===== src/rtl/load_store_unit_if.sv =====
// Data-bus bundle between the load/store unit (master) and data memory (slave).
interface load_store_unit_if #(
  parameter int ADDR_WIDTH = 32
);
  logic                  bus_req_o;
  logic                  bus_we_o;
  logic [3:0]            bus_be_o;
  logic [ADDR_WIDTH-1:0] bus_addr_o;
  logic [31:0]           bus_wdata_o;
  logic                  bus_gnt_i;
  logic                  bus_rvalid_i;
  logic [31:0]           bus_rdata_i;
  logic                  bus_err_i;

  modport master (
    output bus_req_o, bus_we_o, bus_be_o, bus_addr_o, bus_wdata_o,
    input  bus_gnt_i, bus_rvalid_i, bus_rdata_i, bus_err_i
  );

  modport slave (
    input  bus_req_o, bus_we_o, bus_be_o, bus_addr_o, bus_wdata_o,
    output bus_gnt_i, bus_rvalid_i, bus_rdata_i, bus_err_i
  );
endinterface


===== src/rtl/load_store_unit.sv =====
// Load/store unit: one req/gnt/rvalid data-bus transaction per instruction,
// byte-lane placement for stores, lane extraction and extension for loads.
module load_store_unit #(
  parameter int ADDR_WIDTH     = 32,
  parameter int TIMEOUT_CYCLES = 255
) (
  input  logic                  clk_i,
  input  logic                  rst_i,
  input  logic                  req_i,
  input  logic                  we_i,
  input  logic [2:0]            funct3_i,
  input  logic [ADDR_WIDTH-1:0] addr_i,
  input  logic [31:0]           wdata_i,
  output logic                  busy_o,
  output logic                  done_o,
  output logic [31:0]           rdata_o,
  output logic                  misalign_o,
  output logic                  err_o,
  load_store_unit_if.master     bus
);

  typedef enum logic [1:0] {IDLE, REQ, WAIT, DONE} state_t;

  localparam logic [7:0] TMO = 8'(TIMEOUT_CYCLES);

  state_t                state;
  logic                  we_q;
  logic [2:0]            f3_q;
  logic [1:0]            off_q;
  logic [7:0]            tcnt;
  logic                  bus_req_q;
  logic                  bus_we_q;
  logic [3:0]            be_q;
  logic [ADDR_WIDTH-1:0] addr_q;
  logic [31:0]           wdata_q;

  logic                  legal;
  logic [3:0]            be_n;
  logic [31:0]           wdata_n;
  logic [7:0]            lb;
  logic [15:0]           lh;
  logic [31:0]           load_data;
  logic                  timeout_hit;

  assign bus.bus_req_o   = bus_req_q;
  assign bus.bus_we_o    = bus_we_q;
  assign bus.bus_be_o    = be_q;
  assign bus.bus_addr_o  = addr_q;
  assign bus.bus_wdata_o = wdata_q;

  // The access currently in REQ/WAIT has used up its cycle budget this cycle.
  assign timeout_hit = (tcnt + 8'd1 == TMO);

  // Width/alignment legality of the incoming request; unsigned widths are load-only.
  always_comb begin
    legal = 1'b0;
    case (funct3_i)
      3'b000:  legal = 1'b1;
      3'b001:  legal = ~addr_i[0];
      3'b010:  legal = (addr_i[1:0] == 2'b00);
      3'b100:  legal = ~we_i;
      3'b101:  legal = ~we_i & ~addr_i[0];
      default: legal = 1'b0;
    endcase
  end

  // Lane enables and replicated write data; loads reuse the same enables.
  always_comb begin
    be_n    = 4'b1111;
    wdata_n = wdata_i;
    case (funct3_i[1:0])
      2'b00: begin
        be_n    = 4'b0001 << addr_i[1:0];
        wdata_n = {4{wdata_i[7:0]}};
      end
      2'b01: begin
        be_n    = 4'b0011 << addr_i[1:0];
        wdata_n = {2{wdata_i[15:0]}};
      end
      default: ;
    endcase
  end

  // Pick the addressed byte/half out of the returned word and extend it.
  always_comb begin
    case (off_q)
      2'd0:    lb = bus.bus_rdata_i[7:0];
      2'd1:    lb = bus.bus_rdata_i[15:8];
      2'd2:    lb = bus.bus_rdata_i[23:16];
      default: lb = bus.bus_rdata_i[31:24];
    endcase
    lh = off_q[1] ? bus.bus_rdata_i[31:16] : bus.bus_rdata_i[15:0];
    case (f3_q)
      3'b000:  load_data = {{24{lb[7]}}, lb};
      3'b001:  load_data = {{16{lh[15]}}, lh};
      3'b100:  load_data = {24'd0, lb};
      3'b101:  load_data = {16'd0, lh};
      default: load_data = bus.bus_rdata_i;
    endcase
  end

  // Access sequencer with all status and bus outputs registered.
  always_ff @(posedge clk_i or posedge rst_i) begin
    if (rst_i) begin
      state      <= IDLE;
      busy_o     <= 1'b0;
      done_o     <= 1'b0;
      rdata_o    <= '0;
      misalign_o <= 1'b0;
      err_o      <= 1'b0;
      we_q       <= 1'b0;
      f3_q       <= '0;
      off_q      <= '0;
      tcnt       <= '0;
      bus_req_q  <= 1'b0;
      bus_we_q   <= 1'b0;
      be_q       <= '0;
      addr_q     <= '0;
      wdata_q    <= '0;
    end else begin
      case (state)
        IDLE: begin
          done_o     <= 1'b0;
          misalign_o <= 1'b0;
          err_o      <= 1'b0;
          if (req_i) begin
            busy_o <= 1'b1;
            if (legal) begin
              state     <= REQ;
              we_q      <= we_i;
              f3_q      <= funct3_i;
              off_q     <= addr_i[1:0];
              tcnt      <= '0;
              bus_req_q <= 1'b1;
              bus_we_q  <= we_i;
              be_q      <= be_n;
              addr_q    <= {addr_i[ADDR_WIDTH-1:2], 2'b00};
              wdata_q   <= wdata_n;
            end else begin
              // Illegal width/alignment never touches the bus.
              state      <= DONE;
              done_o     <= 1'b1;
              misalign_o <= 1'b1;
            end
          end
        end
        REQ, WAIT: begin
          if ((state == WAIT || bus.bus_gnt_i) && bus.bus_rvalid_i) begin
            // A response wins over a timeout landing in the same cycle.
            state     <= DONE;
            done_o    <= 1'b1;
            bus_req_q <= 1'b0;
            if (bus.bus_err_i)
              err_o <= 1'b1;
            else if (!we_q)
              rdata_o <= load_data;
          end else if (timeout_hit) begin
            state     <= DONE;
            done_o    <= 1'b1;
            err_o     <= 1'b1;
            bus_req_q <= 1'b0;
          end else begin
            tcnt <= tcnt + 8'd1;
            if (state == REQ && bus.bus_gnt_i) begin
              state     <= WAIT;
              bus_req_q <= 1'b0;
            end
          end
        end
        default: begin
          state      <= IDLE;
          busy_o     <= 1'b0;
          done_o     <= 1'b0;
          misalign_o <= 1'b0;
          err_o      <= 1'b0;
        end
      endcase
    end
  end

endmodule


===== src/flat_wrapper.sv =====
// flat-port wrapper written by rule: the top's interface ports become plain ports
module load_store_unit_flat 
#(
  parameter int ADDR_WIDTH     = 32,
  parameter int TIMEOUT_CYCLES = 255
)
  (clk_i, rst_i, req_i, we_i, funct3_i, addr_i, wdata_i, busy_o, done_o, rdata_o, misalign_o, err_o, bus_bus_req_o, bus_bus_we_o, bus_bus_be_o, bus_bus_addr_o, bus_bus_wdata_o, bus_bus_gnt_i, bus_bus_rvalid_i, bus_bus_rdata_i, bus_bus_err_i);
  load_store_unit_if #(.ADDR_WIDTH(ADDR_WIDTH)) bus_i ();
  input  logic clk_i;
  input  logic rst_i;
  input  logic req_i;
  input  logic we_i;
  input  logic [2:0] funct3_i;
  input  logic [ADDR_WIDTH-1:0] addr_i;
  input  logic [31:0] wdata_i;
  output logic busy_o;
  output logic done_o;
  output logic [31:0] rdata_o;
  output logic misalign_o;
  output logic err_o;
  output wire logic [$bits(bus_i.bus_req_o)-1:0] bus_bus_req_o;
  output wire logic [$bits(bus_i.bus_we_o)-1:0] bus_bus_we_o;
  output wire logic [$bits(bus_i.bus_be_o)-1:0] bus_bus_be_o;
  output wire logic [$bits(bus_i.bus_addr_o)-1:0] bus_bus_addr_o;
  output wire logic [$bits(bus_i.bus_wdata_o)-1:0] bus_bus_wdata_o;
  input wire logic [$bits(bus_i.bus_gnt_i)-1:0] bus_bus_gnt_i;
  input wire logic [$bits(bus_i.bus_rvalid_i)-1:0] bus_bus_rvalid_i;
  input wire logic [$bits(bus_i.bus_rdata_i)-1:0] bus_bus_rdata_i;
  input wire logic [$bits(bus_i.bus_err_i)-1:0] bus_bus_err_i;
  assign bus_bus_req_o = bus_i.bus_req_o;
  assign bus_bus_we_o = bus_i.bus_we_o;
  assign bus_bus_be_o = bus_i.bus_be_o;
  assign bus_bus_addr_o = bus_i.bus_addr_o;
  assign bus_bus_wdata_o = bus_i.bus_wdata_o;
  assign bus_i.bus_gnt_i = bus_bus_gnt_i;
  assign bus_i.bus_rvalid_i = bus_bus_rvalid_i;
  assign bus_i.bus_rdata_i = bus_bus_rdata_i;
  assign bus_i.bus_err_i = bus_bus_err_i;
  load_store_unit #(.ADDR_WIDTH(ADDR_WIDTH), .TIMEOUT_CYCLES(TIMEOUT_CYCLES)) u_core (.clk_i(clk_i), .rst_i(rst_i), .req_i(req_i), .we_i(we_i), .funct3_i(funct3_i), .addr_i(addr_i), .wdata_i(wdata_i), .busy_o(busy_o), .done_o(done_o), .rdata_o(rdata_o), .misalign_o(misalign_o), .err_o(err_o), .bus(bus_i));
endmodule

===== config.mk =====
export PLATFORM = sky130hd
export DESIGN_NAME = load_store_unit_flat
export DESIGN_NICKNAME = d
export VERILOG_FILES = /design/src/rtl/load_store_unit_if.sv /design/src/rtl/load_store_unit.sv /design/src/flat_wrapper.sv
export SDC_FILE = /design/constraint.sdc
export NUM_CORES = 1
export LEC_CHECK = 0
export CAP_MARGIN = 20
export CORE_MARGIN = 5
export CORE_UTILIZATION = 45
export DETAILED_ROUTE_END_ITERATION = 16
export HOLD_SLACK_MARGIN = 0.12
export PLACE_DENSITY_LB_ADDON = 0.08
export SYNTH_ARGS = -nofsm -noshare
export SYNTH_HDL_FRONTEND = slang
export SYNTH_SLANG_ARGS = --single-unit
export TNS_END_PERCENT = 10

===== constraint.sdc =====
create_clock -name clk_i -period 4.4 [get_ports clk_i]
set_input_delay 0.44 -clock clk_i [delete_from_list [all_inputs] [get_ports clk_i]]
set_output_delay 0.44 -clock clk_i [all_outputs]
set_load 0.01 [all_outputs]

==> run_1/layer_met1.png <==
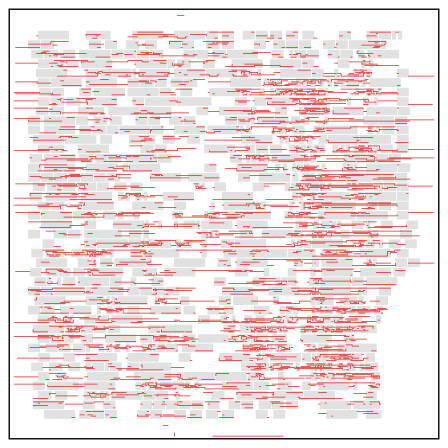
nets with wire on the layer: 770
longest straight run: 36.8 um

==> run_1/layer_met2.png <==
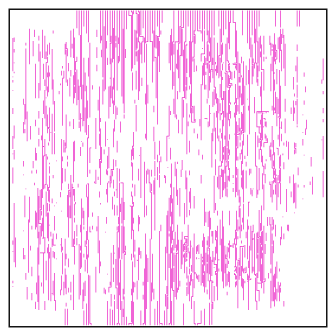
main direction: vertical
nets with wire on the layer: 741

==> run_1/layer_met3.png <==
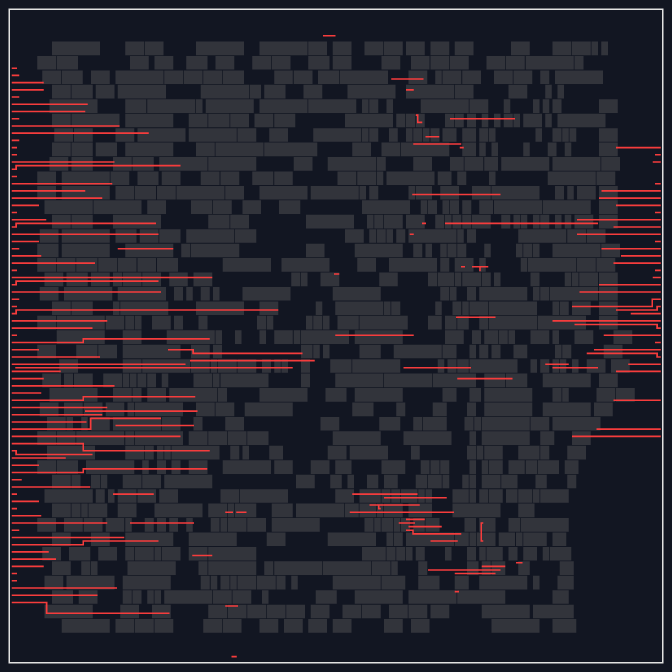
longest straight run: 52.0 um
main direction: horizontal

==> run summary, run 1 <==
Observations from the implementation run.

Die:
- Per the OpenROAD floorplan log, the width of the die is 123 um.
- The run puts the row count at ~41.
- The run gives the total I/O pin count as roughly 210.
- The run gives the core area as approximately 13,000 um2.
- The overall die size recorded for this design is roughly 15,000 um2.
- The run gives the floorplan die height as 123 um.
- The run gives the initial core utilization as between 40% and 50%.

Worst setup path:
- STA classifies the critical path startpoint as a register.
- For reference, the most critical setup path is categorized as register to register.
- On the critical path the largest part of the delay comes from buffers and inverters.
- The run gives the data required time at the worst endpoint as 4.65 ns.
- On the critical path, the stage with the largest delay is an instance of sky130_fd_sc_hd__a21boi_2.
- The run puts the data arrival time of the critical path at approximately 3.5 ns.
- The cell sequence reported for the critical path is inv_1 > ha_1 > clkinv_1 > nor4_2 > buf_4 > a21boi_2 > a21oi_1.
- The report shows a maximum critical-path fanout of around 47.
- The worst setup path is captured at a register.
- The script reports the combined buffer and inverter count of the critical path as 3.
- The run puts the highest cell delay on the worst timing path at a little under 0.7 ns.

STA:
- The run gives the pin slew with the least headroom to its limit as approximately 0.95 ns.
- Setup repair after global routing left no endpoint under its margin.
- After routing, the total negative slack on setup checks comes to 0 ns.
- The run gives the part of the cycle the worst path needs as between 70% and 80%.
- Endpoints failing hold in the final report were tallied at 0.
- The run gives the final worst clock skew as between 0.005 and 0.006 ns.
- For this run, the top clock speed supported by timing is 0.309 GHz.
- The worst pin sits at a relative slew slack of between 30% and 40%.
- The run gives the total setup violations reported at the end of the flow as 0.
- The final timing report lists a max-slew violation count of 0.
- The run puts the post-route minimum period at between 3 and 4 ns.

Synthesis:
- The commonest register cell is sky130_fd_sc_hd__dfrtp_1.
- Multiplexer cells account for 16.3% of the synthesized area.
- The cell-mix breakdown from Yosys lists the compound-gate area share as ~15%.
- The run puts the register share after synthesis at 52.0%.
- The run gives the number of cell instances after yosys synthesis as between 500 and 600.
- Sorting the synthesized cells by how often they occur yields sky130_fd_sc_hd__dfrtp_1 (119), sky130_fd_sc_hd__a21oi_1 (70), sky130_fd_sc_hd__nor2_1 (67), sky130_fd_sc_hd__nand2_1 (57), sky130_fd_sc_hd__mux2_2 (48).
- The synthesized design contains roughly 120 register bits.
- After synthesis, the largest family of logic cells by area is multiplexers.
- The synthesis log from Yosys contains 0 warnings.
- The number of different library cells used by synthesis comes to 58.
- By area the synthesized netlist is led by sky130_fd_sc_hd__dfrtp_1 (52%), sky130_fd_sc_hd__mux2_2 (9.4%), sky130_fd_sc_hd__mux2i_1 (6.3%), sky130_fd_sc_hd__a21oi_1 (6.1%), sky130_fd_sc_hd__nor2_1 (4.4%).
- The cell-mix breakdown from Yosys lists the XOR/XNOR area share as 0%.
- Looking at area per cell type in the netlist, the leader is sky130_fd_sc_hd__dfrtp_1.
- The run puts the share of Yosys cell area claimed by the top area cell type at around half.
- Yosys mapped a number of flops with a built-in enable equal to 0.
- After synthesis the cells add up to 5730 um2.
- According to the Yosys statistics, the synthesized design has a chip area of about 5700 um2.
- The cell-mix breakdown from Yosys lists the adder-cell area share as ~1.3%.
- The run puts the average cell area after synthesis at about 10 um2.
- For this run the top cell type by instance count after synthesis was sky130_fd_sc_hd__dfrtp_1.
- The run puts the async set or reset register ratio after synthesis at 100%.
- The run gives the simple-gate portion of the synthesized area as approximately an eighth.
- The run puts the gate count of the mapped netlist at 560.

Flow run:
- The run puts the count of tool warnings at 32.
- The run puts the tally of max-capacitance violations at 0.

Cells and area:
- The run puts the area of the multi-input gates at approximately 2600 um2.
- The final antenna diode tally reported by the flow is 0.
- The top cell types in the final layout, fill and taps aside, are sky130_fd_sc_hd__clkdlybuf4s50_1 (209), sky130_fd_sc_hd__dfrtp_1 (119), sky130_fd_sc_hd__a21oi_1 (70).
- The run gives the total area of sequential cells as between 2000 and 3000 um2.
- The flow measured a signed area growth from synthesis to layout of 48.0%.
- Among logic cells in the layout, the one with the most instances is sky130_fd_sc_hd__clkdlybuf4s50_1.
- The run gives the layout cell share with drive strength beyond 1 as between 10 and 15%.
- The run gives the number of nets in the finished design as just under 900.
- Excluding fillers, the count of instances in the completed layout stands at approximately 940.
- The layout has 1,011 filler cells.

Power and ir drop:
- The run gives the sequential-cell power consumption as between 2 and 2.5 mW.
- The run gives the worst ir drop on vdd as around 350 uV.
- The run gives the clock group total power as between 1 and 1.5 mW.
- The internal portion of the total power is between 3 and 4 mW.
- The power report attributes to the combinational group a share of between 40% and 50%.
- The run gives the leakage power summed over all cells as approximately 3.6 nW.
- The run gives the net switching share of the total power as a little over a third.
- The run puts the areal power density over the cells at between 600 and 700 nW/um2.
- The run gives the main power-consuming group as combinational logic.
- Summed over all nets, the switching power comes to 2.05 mW.
- The run gives the relative contribution of sequential cells to total power as 34.3%.
- The run puts the power consumed by combinational cells at between 2 and 3 mW.
- Per report_power, the clock group accounts for a little over a fifth of the total.

Drt:
- The run puts the first-pass detailed-route iteration total at 4.
- The violation tally recorded at the end of detailed-routing iteration 0 is 364.
- The run puts the average wire per standard cell at 17.4 um.
- The run gives the remaining design rule violation count as 0.
- The routed layout has 4,930 vias.
- Per the post-route antenna check, the number of violating nets is 0.
- Wires add up to 16,400 um.
- The run puts the via density per instance at roughly 5.2.

Clock tree:
- The run gives the clock net sink count as between 100 and 150.
- For this design, the CTS-stage hold fixing added 0 buffers.
- Looking at the clock tree report, the root buffer type is sky130_fd_sc_hd__clkbuf_16.
- The run puts the clock insertion delay at the later pin of the skew report at slightly above 0.4 ns.
- The run gives the clock buffer count from CTS as 17.
- The run gives the maximum number of buffers from clock root to sink as 2.
- The run puts the count of H-tree levels built during CTS at 4.
- The run puts the clock edge transition at the registers on the reported setup and hold paths at ~0.050 ns.
- TritonCTS built the clock tree.
- Per the repair_timing log after CTS, setup buffers inserted total 0.
- In this run, post-CTS repair resized a total of 0 instances.

GRT:
- Global routing consumed, over all layers together, approximately 22% of the routing resources.
- The run puts the maximum number of pins on one net before global-route repair at 101.
- The run gives the initial antenna violation count as 0.
- The via count of the first global-routing pass is ~5.2k.
- The first global-routing pass estimated between 20,000 and 30,000 um of wire.
- Per the GRT congestion report, total overflow comes to 0.

Place:
- Detailed placement ended at an HPWL of about 12,000 um.
- The run puts the weighted congestion reported at the end of routability-driven placement at just under 0.9.
- The run puts the number of buffer cells added on primary ports at about 210.
- Once placement completed, the tool counted placed cells totaling about 910.

Hold path:
- The run gives the path type of the worst min-delay path as primary input to async pin.

Run status:
- The run finished with clean final reports.
run 1: final cells by class:
| type | instances | area share, % |
|---|---|---|
| clock buffers | 20 | 5.15 |
| clock inverters | 11 | 1.00 |
| inverters | 11 | 0.516 |
| multi-input cells | 394 | 30.1 |
| flip-flops and latches | 119 | 35.1 |
| well taps | 172 | 2.54 |
| repair buffers | 215 | 25.6 |
run 1: stage by stage:
step | worst slack [ns] | utilization [%] | total power [mW] | instance area [um2] | hold WS (ns)
final | 1.16 | 67.5 | 5.87 | 8480 | 0.363
after global routing | 0.908 | 67.5 | 6.27 | 8480 | 0.390
after CTS | 1.21 | 67.2 | 5.92 | 8450 | 0.485
after detailed placement | 1.21 | 63.1 | 4.66 | 7930 | 0.474
after global placement | 1.40 | 63.1 | 4.56 | 7930 | 0.462
after floorplan | 0.803 | - | 3.26 | 5730 | 0.503
run 1: routing by layer:
metal,GRT usage [%],part of all wire [%],wire (um)
met1,25.2,37,6140
met2,36.5,50,8180
met3,10.6,11,1750
met4,8.68,2.0,331
met5,0,0,0
run 1: path summary, 6_finish.rpt:
check	startpoint	to	slack [ns]	depth (start not counted)
worst min register to register	u_core.bus.bus_be_o[3]	u_core.bus.bus_be_o[3]	0.48	2
worst max register to register	u_core.state[0]	u_core.rdata_o[30]	1.16	7
max in group asynchronous	rst_i	u_core.tcnt[6]	3.41	3
worst min-delay path	rst_i	u_core.bus.bus_addr_o[15]	0.36	2
min in group clk_i	u_core.bus.bus_be_o[3]	u_core.bus.bus_be_o[3]	0.48	2
worst max-delay path	u_core.state[0]	u_core.rdata_o[30]	1.16	7
==> run 2: changes to the inputs <==
--- a/config.mk
+++ b/config.mk
@@ -7,7 +7,7 @@
 export LEC_CHECK = 0
 export CAP_MARGIN = 20
 export CORE_MARGIN = 5
-export CORE_UTILIZATION = 45
+export CORE_UTILIZATION = 41
 export DETAILED_ROUTE_END_ITERATION = 16
 export HOLD_SLACK_MARGIN = 0.12
 export PLACE_DENSITY_LB_ADDON = 0.08
==> constraint.sdc (replaced) <==
create_clock -name clk_i -period 2.6 [get_ports clk_i]
set_input_delay 0.26 -clock clk_i [delete_from_list [all_inputs] [get_ports clk_i]]
set_output_delay 0.26 -clock clk_i [all_outputs]
set_load 0.01 [all_outputs]
==> run_2/congestion.png <==
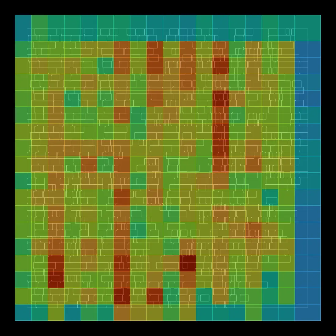
met3 routing resource usage after global routing: 9.08%
average wire per standard cell: 17.0 um

==> run 2 against run 1 <==
Against the previous run:
- clock power increased by 81%
- register-to-register slack got worse by 0.96 ns
- count of clock-buffer cells in the layout decreased by 1
- global-route usage decreased by 1.8 points
- worst hold slack got worse by 0.23 ns
- critical path depth increased by 1
- sequential power increased by 67%
- first-iteration DRC count decreased by 46%
- largest cell class unchanged
==> run summary, run 2 <==
Observations from the implementation run.

GRT:
- The run gives the total global routing overflow as 0.
- The run puts the wire length of the first global-routing pass at 26,700 um.
- The run gives the via count of the first global-routing pass as between 5k and 6k.

Synthesis:
- The number of cells reported by Yosys stat comes to ~560.
- After technology mapping, the gate count stands at ~560.
- The run puts the async set or reset register ratio after synthesis at 100%.
- The run gives the share of Yosys cell area claimed by the top area cell type as 52.0%.
- By count the netlist is led by sky130_fd_sc_hd__dfrtp_1 (119), sky130_fd_sc_hd__a21oi_1 (70), sky130_fd_sc_hd__nor2_1 (67), sky130_fd_sc_hd__nand2_1 (57), sky130_fd_sc_hd__mux2_2 (48).
- Sorting the synthesis cell report by count puts at the top sky130_fd_sc_hd__dfrtp_1.
- After synthesis the cells add up to around 5700 um2.
- The run gives the post-synth tally of flip-flops with integrated enable as 0.
- The share of the Yosys chip area taken by registers is 52.0%.
- Summed over all instances, the cell type with the most area after synthesis is sky130_fd_sc_hd__dfrtp_1.
- Yosys reports a chip area of between 5000 and 6000 um2.

Power and ir drop:
- The run gives the areal power density over the cells as around 1200 nW/um2.

Worst setup path:
- Per the timing report, the biggest fanout along the worst path comes to 9.
- The run puts the number of logic stages on the critical path including buffering at 8.
- Per the timing report, the most critical flop-to-flop path originates at u_core.state[0].
- The worst setup path is captured at a register.
- The run puts the data required time at the worst endpoint at a little under 3 ns.
- The run gives the data arrival time of the critical path as approximately 2.7 ns.
- Counting both buffers and inverters, the worst setup path holds a total of 1.
- According to the timing report, the critical path is launched from u_core.state[0].

Die:
- The run puts the number of tap instances at ~180.
- The horizontal die dimension reported for this design is roughly 130 um.
- In this run the core area contains 43 standard-cell rows.
- The floorplan step defined a core boundary enclosing between 10,000 and 15,000 um2.
- The run gives the total I/O pin count as around 210.

STA:
- The run puts the pin slew with the least headroom to its limit at 0.945 ns.
- The worst path in the final design needs a cycle of roughly 2.4 ns, including I/O delays and setup.
- The run puts the number of hold violations in the final report at 0.
- Clock skew on the completed layout was measured at between 0.006 and 0.007 ns.
- Adding up every negative setup slack in the final design gives 0 ns.
- The run puts the part of the cycle the worst path needs at between 90% and 100%.
- The run puts the fmax at 0.417 GHz.
- The run puts the slack of the critical path at ~0.20 ns.

Cells and area:
- Excluding fillers, the count of instances in the completed layout stands at ~960.
- Non-clock inverters in the final layout number 11.
- The run gives the buffering overhead as about a quarter.
- The run puts the filler cell count in the final layout at around 1.2k.
- The run puts the sequential cell count of the final layout at about 120.
- The run puts the final antenna diode count at 0.
- The run puts the number of nets in the finished design at 879.
- The run gives the clock buffer count as 19.
- The run puts the finished layout cell area at between 8000 and 9000 um2.
- The run gives the number of buffers other than clock buffers in the final layout as around 220.

Clock tree:
- The run puts the number of gates given a new drive strength after cts at 0.
- The run puts the count of buffers added by post-CTS timing repair for setup at 0.
- The run puts the clock edge transition at the registers on the reported setup and hold paths at roughly 0.050 ns.
- The run puts the clock buffer count from CTS at 17.
- The run gives the maximum number of buffers from clock root to sink as 2.
- TritonCTS built the clock tree.
- The run puts the clock insertion delay at the later pin of the skew report at ~0.41 ns.

Run status:
- The run finished with clean final reports.

Drt:
- The run puts the first-pass detailed-route iteration total at 4.
- The routed design has roughly 16,000 um of wire.
- Dividing the detail-routed via count by the number of cells gives around 5.1.
- The violation tally recorded at the end of detailed-routing iteration 0 is just under 200.
- The DRC violation total left in the routed layout is recorded as 0.

Flow run:
- The run puts the tally of max-capacitance violations at 0.
- The tool warning count for the run is 30.

Place:
- Before CTS, the worst setup slack after placement is around 0.15 ns.
- The run gives the number of buffer cells added on primary ports as 209.

Hold path:
- Note that the worst hold path type here is primary input to async pin.
==> run_2/layer_met2.png <==
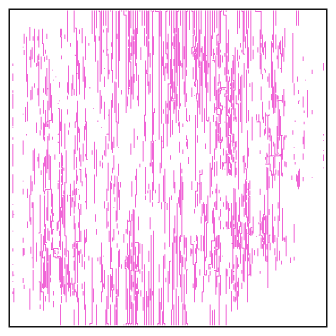
nets with wire on the layer: 757
longest straight run: 52.5 um
share of all routed wire: 49%
wire length on this layer: 8,040 um

-- run 2: cell types whose count changed in the layout (fill, tap and decap cells not counted) --
cell | before | now
sky130_fd_sc_hd__clkinv_4 | 0 | 4
sky130_fd_sc_hd__clkinvlp_4 | 2 | 5
sky130_fd_sc_hd__buf_16 | 1 | 0
sky130_fd_sc_hd__buf_4 | 4 | 11
sky130_fd_sc_hd__clkbuf_8 | 0 | 2
sky130_fd_sc_hd__clkbuf_1 | 3 | 0
sky130_fd_sc_hd__inv_4 | 1 | 0
sky130_fd_sc_hd__buf_12 | 1 | 4
sky130_fd_sc_hd__clkinv_2 | 8 | 2
sky130_fd_sc_hd__inv_6 | 0 | 2
-- run 2: worst min-delay path by stage --
stage / from / endpoint / slack, ns / cells past startpoint
after global placement: u_core.bus.bus_wdata_o[23] / u_core.bus.bus_wdata_o[23] / 0.46 / 2
after global routing: rst_i / u_core.rdata_o[3] / 0.15 / 2
after CTS: rst_i / u_core.rdata_o[3] / 0.13 / 2
final: rst_i / u_core.rdata_o[3] / 0.14 / 2
after detailed placement: u_core.bus.bus_wdata_o[23] / u_core.bus.bus_wdata_o[23] / 0.47 / 2
after floorplan: bus_bus_rdata_i[16] / u_core.rdata_o[16] / 0.40 / 2
-- run 2: kinds of logic after synthesis --
logic type / synth area share, %
other cells: 0.0655
compound gates: 14.8
fa+ha+maj: 1.31
simple gates: 11.8
buf+inv: 3.65
mux: 16.3
flops: 52.0
-- run 2: where the power goes --
group | leakage (nW) | switching, mW | internal [mW]
clock network | 0.272 | 0.857 | 1.37
logic | 1.96 | 2.08 | 2.51
registers | 1.44 | 0.602 | 2.75
-- run 2: layer usage --
metal,routed length (um),vias up,share of wire (%)
met5,0,-,0
met4,221,0,1.4
met3,1500,16,9.2
met2,8040,156,49
met1,6570,2353,40
li1,-,2377,-
Power figures rest on the tool's default switching activity, not on a simulated workload.
